io_placement.png
Scale: 4 px per um. Pins as bars across the die edge, other pins in gray.
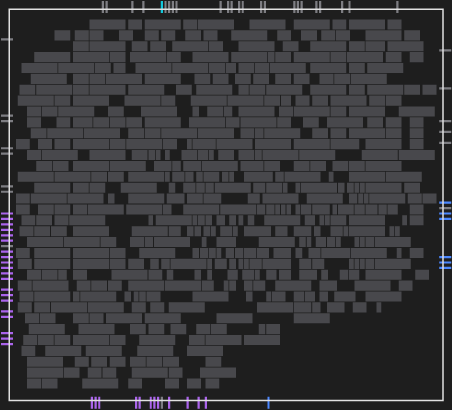
congestion.png
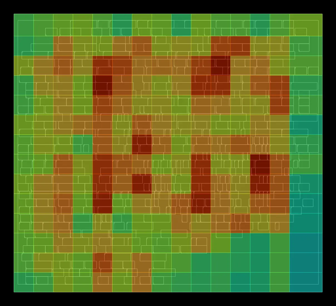
layer_met3.png
Scale: 4 px per um.
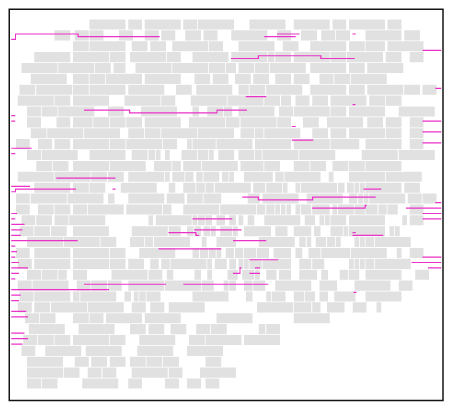
layer_met2.png
Scale: 4 px per um.
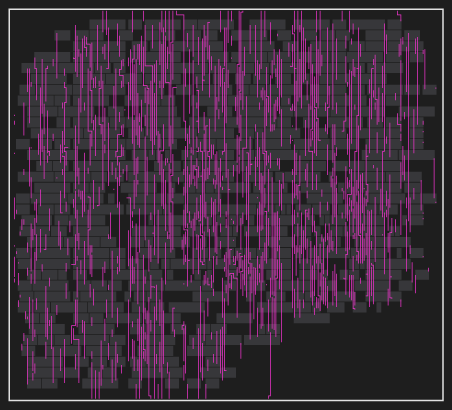
==> src/rtl/spi_burst_slave_if.sv <==
// spi_burst_slave_if: SPI pins and register-side bus of spi_burst_slave.
// SPI_MISO_OE_EN adds the spimiso_oe tristate enable.
interface spi_burst_slave_if #(parameter int ASZ = 7, parameter int DSZ = 32);
  logic spicsl, spimosi, spimiso, re, wtog;
  logic [ASZ-1:0] addr;
  logic [DSZ-1:0] rdat, wdat;
`ifdef SPI_MISO_OE_EN
  logic spimiso_oe;
  modport slave(input spicsl, spimosi, rdat, output spimiso, spimiso_oe, addr, re, wdat, wtog);
  modport master(output spicsl, spimosi, rdat, input spimiso, spimiso_oe, addr, re, wdat, wtog);
`else
  modport slave(input spicsl, spimosi, rdat, output spimiso, addr, re, wdat, wtog);
  modport master(output spicsl, spimosi, rdat, input spimiso, addr, re, wdat, wtog);
`endif
endinterface

==> src/rtl/spi_burst_slave.sv <==
// spi_burst_slave: mode-0 SPI burst register slave with toggle write handshake.
// Define SPI_MISO_OE_EN to add spimiso_oe for an external tristate buffer.
module spi_burst_slave #(
  parameter int ASZ = 7,
  parameter int DSZ = 32,
  parameter bit AUTO_INC = 1
) (
  input logic spiclk,
  input logic spi_reset,
  spi_burst_slave_if.slave bus
);
  typedef enum logic {HDR, DATA} phase_t;
  localparam int CW = $clog2(DSZ > ASZ + 1 ? DSZ : ASZ + 1);
  phase_t phase;
  logic [CW-1:0] cnt;
  logic [ASZ-2:0] a_sr;
  logic [ASZ-1:0] a_nxt, base, k, off, off_n, addr_q;
  logic [DSZ-2:0] d_sr;
  logic [DSZ-1:0] d_nxt, sh, wdat_q;
  logic rd, re_q, wtog_q, fclr, hdr_end, word_end, mo_en;
  assign fclr = spi_reset || bus.spicsl;
  assign a_nxt = {a_sr, bus.spimosi};
  assign d_nxt = {d_sr, bus.spimosi};
  assign hdr_end = phase == HDR && cnt == CW'(ASZ);
  assign word_end = phase == DATA && cnt == CW'(DSZ - 1);
  assign off = AUTO_INC ? k : '0;
  assign off_n = AUTO_INC ? k + 1'b1 : '0;
  // Frame state: cleared by chip select as well as power-on reset
  always_ff @(posedge spiclk or posedge fclr)
    if (fclr) begin
      phase <= HDR;
      cnt <= '0;
      re_q <= 1'b0;
      a_sr <= '0;
      d_sr <= '0;
      base <= '0;
      k <= '0;
    end else begin
      re_q <= rd && (hdr_end || word_end);
      cnt <= (hdr_end || word_end) ? '0 : cnt + 1'b1;
      if (phase == HDR) begin
        a_sr <= a_nxt[ASZ-2:0];
        if (hdr_end) begin
          phase <= DATA;
          base <= a_nxt;
          k <= '0;
        end
      end else begin
        d_sr <= d_nxt[DSZ-2:0];
        if (word_end) k <= k + 1'b1;
      end
    end
  // Handshake outputs survive chip select so the system side can sample them late
  always_ff @(posedge spiclk or posedge spi_reset)
    if (spi_reset) begin
      rd <= 1'b0;
      addr_q <= '0;
      wdat_q <= '0;
      wtog_q <= 1'b0;
    end else if (!bus.spicsl) begin
      if (phase == HDR && cnt == '0) rd <= bus.spimosi;
      if (hdr_end) addr_q <= a_nxt;
      else if (word_end) addr_q <= base + (rd ? off_n : off);
      if (word_end && !rd) begin
        wdat_q <= d_nxt;
        wtog_q <= ~wtog_q;
      end
    end
  always_ff @(negedge spiclk or posedge fclr)
    if (fclr) sh <= '0;
    else sh <= re_q ? bus.rdat : {sh[DSZ-2:0], 1'b0};
  assign mo_en = phase == DATA && rd;
  assign bus.addr = addr_q;
  assign bus.re = re_q;
  assign bus.wdat = wdat_q;
  assign bus.wtog = wtog_q;
`ifdef SPI_MISO_OE_EN
  assign bus.spimiso_oe = mo_en && !bus.spicsl;
  assign bus.spimiso = mo_en && sh[DSZ-1];
`else
  assign bus.spimiso = mo_en && sh[DSZ-1];
`endif
endmodule

==> src/flat_wrapper.sv <==
// flat-port wrapper written by rule: the top's interface ports become plain ports
module spi_burst_slave_flat 
#(
  parameter int ASZ = 7,
  parameter int DSZ = 32,
  parameter bit AUTO_INC = 1
)
  (spiclk, spi_reset, bus_spicsl, bus_spimosi, bus_rdat, bus_spimiso, bus_addr, bus_re, bus_wdat, bus_wtog);
  spi_burst_slave_if #(.ASZ(ASZ), .DSZ(DSZ)) bus_i ();
  input logic spiclk;
  input logic spi_reset;
  input wire logic [$bits(bus_i.spicsl)-1:0] bus_spicsl;
  input wire logic [$bits(bus_i.spimosi)-1:0] bus_spimosi;
  input wire logic [$bits(bus_i.rdat)-1:0] bus_rdat;
  output wire logic [$bits(bus_i.spimiso)-1:0] bus_spimiso;
  output wire logic [$bits(bus_i.addr)-1:0] bus_addr;
  output wire logic [$bits(bus_i.re)-1:0] bus_re;
  output wire logic [$bits(bus_i.wdat)-1:0] bus_wdat;
  output wire logic [$bits(bus_i.wtog)-1:0] bus_wtog;
  assign bus_i.spicsl = bus_spicsl;
  assign bus_i.spimosi = bus_spimosi;
  assign bus_i.rdat = bus_rdat;
  assign bus_spimiso = bus_i.spimiso;
  assign bus_addr = bus_i.addr;
  assign bus_re = bus_i.re;
  assign bus_wdat = bus_i.wdat;
  assign bus_wtog = bus_i.wtog;
  spi_burst_slave #(.ASZ(ASZ), .DSZ(DSZ), .AUTO_INC(AUTO_INC)) u_core (.spiclk(spiclk), .spi_reset(spi_reset), .bus(bus_i));
endmodule
==> config.mk <==
export PLATFORM = sky130hd
export DESIGN_NAME = spi_burst_slave_flat
export DESIGN_NICKNAME = d
export VERILOG_FILES = /design/src/rtl/spi_burst_slave_if.sv /design/src/rtl/spi_burst_slave.sv /design/src/flat_wrapper.sv
export SDC_FILE = /design/constraint.sdc
export NUM_CORES = 1
export LEC_CHECK = 0
export ABC_AREA = 0
export CORE_ASPECT_RATIO = 0.9
export CORE_UTILIZATION = 54
export DETAILED_ROUTE_END_ITERATION = 8
export GPL_ROUTABILITY_DRIVEN = 1
export GPL_TIMING_DRIVEN = 0
export MAX_ROUTING_LAYER = met4
export PLACE_DENSITY = 0.88
export SYNTH_ARGS = -nofsm -noshare
export SYNTH_HDL_FRONTEND = slang
export SYNTH_SLANG_ARGS = --single-unit
export TNS_END_PERCENT = 5
==> constraint.sdc <==
create_clock -name spiclk -period 8.07 [get_ports spiclk]
set_clock_uncertainty 0.05 [all_clocks]
set_input_delay 0.807 -clock spiclk [delete_from_list [all_inputs] [get_ports spiclk]]
set_output_delay 0.807 -clock spiclk [all_outputs]
set_load 0.03 [all_outputs]
==> summary.txt <==
Results of the implementation run.

Looking at hold timing, the worst path starts from u_core.sh[21]. Per STA, the startpoint of the critical path is u_core.sh[31]. The synthesis-to-finish area growth is 28.8%. The slew at the pin closest to its max-slew limit came out at just over 900 ps.

The aggregate global routing overflow came out at 0. Per the cell usage report, the commonest logic cell in the layout is sky130_fd_sc_hd__dfrtp_1. The leading cell type by number of instances after synthesis is sky130_fd_sc_hd__dfrtp_1.

The row count came out at 34. The final-report max-slew violation count came out at 0. The clock latency reported for the late side of the worst-skew pair came out at ~530 ps.

The synthesized design spends more area on one cell type than any other, namely sky130_fd_sc_hd__dfrtp_1. The final setup violation count is 0. The core outline area is 9740 um2. The die boundary height is 97.5 um.

Note that the worst hold path type here is reg -> reg. The core utilization of the finished layout came out at 0.723. The die covers around 11000 um2. The setup slack at placement is 1550 ps. The number of antenna violations at the first check in global routing is 0. The worst register-to-register path ends at u_core.sh[11]. The final worst slack came out at about 1500 ps. The maximum level of the CTS H-tree came out at 4. The antenna diode instance count came out at 0. The largest combinational cell category by area is multiplexers. The area fraction of the dominant cell type after synthesis came out at 0.453. The number of clock sinks came out at 131. TritonCTS built the clock tree.

The most used flip-flop cell after synthesis is sky130_fd_sc_hd__dfrtp_1. The post-synthesis share of cell area spent on and-or and or-and gates came out at 0.0458. Ranking logic cells in the layout by count gives the top entries sky130_fd_sc_hd__dfrtp_1, sky130_fd_sc_hd__mux2_2, sky130_fd_sc_hd__clkdlybuf4s50_1. Listed in order, past its start point the critical path passes and3_1, clkdlybuf4s50_1.

The critical path is of the reg -> out type. The I/O pin count is between 70 and 80. In the synthesized netlist, the cells that appear most often are sky130_fd_sc_hd__dfrtp_1, sky130_fd_sc_hd__mux2_2, sky130_fd_sc_hd__dfrtn_1, sky130_fd_sc_hd__nand2_1, sky130_fd_sc_hd__nor2_1. The warning total across the stage logs came out at 28.

The number of cells after detailed placement is 594. The number of cells on the worst reg-to-reg path came out at 3. Across all layers, the routed design uses around 3400 vias.

The power density over the cells is roughly 220 nW/um2. The share of the core filled by cells before placement came out at 0.561. CTS placed an instance of sky130_fd_sc_hd__clkbuf_8 at the clock tree root. The register share after synthesis is 0.600. According to the dpl log, the detail-placed design has an HPWL of between 6 and 7 mm. The count of nets left with antenna violations after detail routing is 0. The horizontal die dimension is 108 um.

The number of warning messages in the yosys log came out at 0. Detailed-route iteration 0 reported a violation count of around 200. The maximum clock path buffer count is 2. The total iterations of the first detailed-routing run is 4. The synthesized instance count came out at about 390. The count of buffers inserted at the top-level ports is 77. The fraction of the mapped netlist area in adder cells came out at 0.0288.

The xor/xnor share of the synthesized area is 0.0208. The timing endpoint of the critical path is bus_spimiso. The cell count in the Yosys report came out at 389. By area the synthesized netlist is led by sky130_fd_sc_hd__dfrtp_1, sky130_fd_sc_hd__mux2_2, sky130_fd_sc_hd__dfrtn_1, sky130_fd_sc_hd__ha_1, sky130_fd_sc_hd__nand2_1. The wire length of the first global-routing pass is 18.6 mm. The worst setup path is captured at an output pin.

The max-capacitance violation count is 0. The final instance count without filler cells is 626. The fraction of synthesis flops using an asynchronous set or reset pin is 1.00. Looking at the reg2reg group, the worst path starts from u_core.bus.re.

Setup repair after global routing left no endpoint under its margin. Post-CTS timing repair inserted 0 buffers for setup. The DRC violation total left in the routed layout is recorded as 0.

The biggest cell delay along the critical path is 690 ps. Clock tree synthesis inserted a total of 17 buffers. The synthesized netlist occupies a cell area of ~5500 um2. The post-synth area from yosys stat is between 5000 and 6000 um2. The count of different cell masters after synthesis came out at around 42.

The weighted congestion reported at the end of routability-driven placement is ~0.79. The run finished with clean final reports. The worst register-to-register path has a setup slack of 2540 ps. The final-report hold violation count came out at 0. The maximum number of pins on one net before global-route repair is 42. The maximum ir drop on the vdd rail is approximately 0.17 mV. Fill cells in the final layout number 631.

The critical path startpoint category is a flip-flop. The simple-gate share of the synthesized area is 0.0661. The largest fanout on the critical path is 1.

Summing all multiplexer cells gives an area fraction of 0.214. The number of buffers added to fix hold violations after cts came out at 0. The mean post-synth cell area came out at 14.1 um2. The number of enable-type register cells in the synthesized netlist came out at 0. The layout summary lists the proportion of cells stronger than drive strength 1 as 0.308. The clock-pin slew reported for the worst setup and hold paths after clock tree synthesis came out at 40 ps.

The number of nets in the finished design came out at 535. STA puts the critical path data arrival time at ~5700 ps.
-- io_placement.png (at the start) --
color	port	pins	direction	edge
blue	bus_addr	7	output	6 right, 1 bottom
cyan	bus_wtog	1	output	top
purple	bus_rdat	32	input	20 left, 12 bottom

-- congestion.png (at the start) --
average wire per standard cell: 17.7 um
Global Route Usage Sum: 0.247

-- layer_met3.png (at the start) --
nets with wire on the layer	54
main direction	horizontal
wire length on this layer	479 um
final WL: 11.1 mm
met3 track demand over resource: 0.0664

-- layer_met2.png (at the start) --
main direction	vertical
wire length on this layer	5700 um
share of all routed wire	51%
longest straight run	46.9 um

-- area by class of cell --
class	count	area, um2	area share
inverters	6	22.5	0.00320
repair buffers	79	811	0.115
clock buffers	23	542	0.0769
flip-flops and latches	131	3280	0.465
multi-input cells	233	2060	0.292
plain buffers	19	115	0.0163
well taps	126	158	0.0224
clock inverters	9	58.8	0.00835
-- stage by stage --
| stage | cell area, um2 | TNS [ps] | hold slack [ps] | total power [mW] |
|---|---|---|---|---|
| after global routing | 7040 | 0 | 371 | 1.64 |
| after detailed placement | 6440 | 0 | 359 | 0.839 |
| after CTS | 7040 | 0 | 359 | 1.60 |
| after global placement | 6400 | -53910 | 351 | 0.830 |
| after floorplan | 5470 | 0 | 343 | 0.778 |
| final | 7040 | 0 | 354 | 1.58 |
-- where the power goes --
part           total, mW  switching, mW  internal [mW]
combinational      0.125         0.0630         0.0616
clock              0.756          0.288          0.468
sequential         0.704         0.0176          0.687
total               1.58          0.369           1.22
-- routing by layer --
metal / vias up / GRT usage / wire length [um]
met4: 0 / 0.122 / 185
met5: - / - / 0
met1: 1739 / 0.296 / 4720
met2: 86 / 0.386 / 5700
li1: 1557 / - / -
met3: 19 / 0.0664 / 479
-- flip-flops by register name, summed over array words and instances, names as in the netlist --
| signal | flops |
|---|---|
| u_core.base | 7 |
| u_core.rd | 1 |
| u_core.d_sr | 31 |
| u_core.bus.wdat | 32 |
| u_core.sh | 32 |
| u_core.a_sr | 6 |
| u_core.bus.wtog | 1 |
| u_core.k | 7 |
| u_core.bus.addr | 7 |
| u_core.cnt | 5 |
| u_core.phase | 1 |
| u_core.bus.re | 1 |
-- critical path, delay by kind of cell (launching register included) --
family | cells | cell delay (ps)
and+or+nand+nor | 1 | 150
DFF | 1 | 380
buffers and inverters | 1 | 690
Power figures rest on the tool's default switching activity, not on a simulated workload.
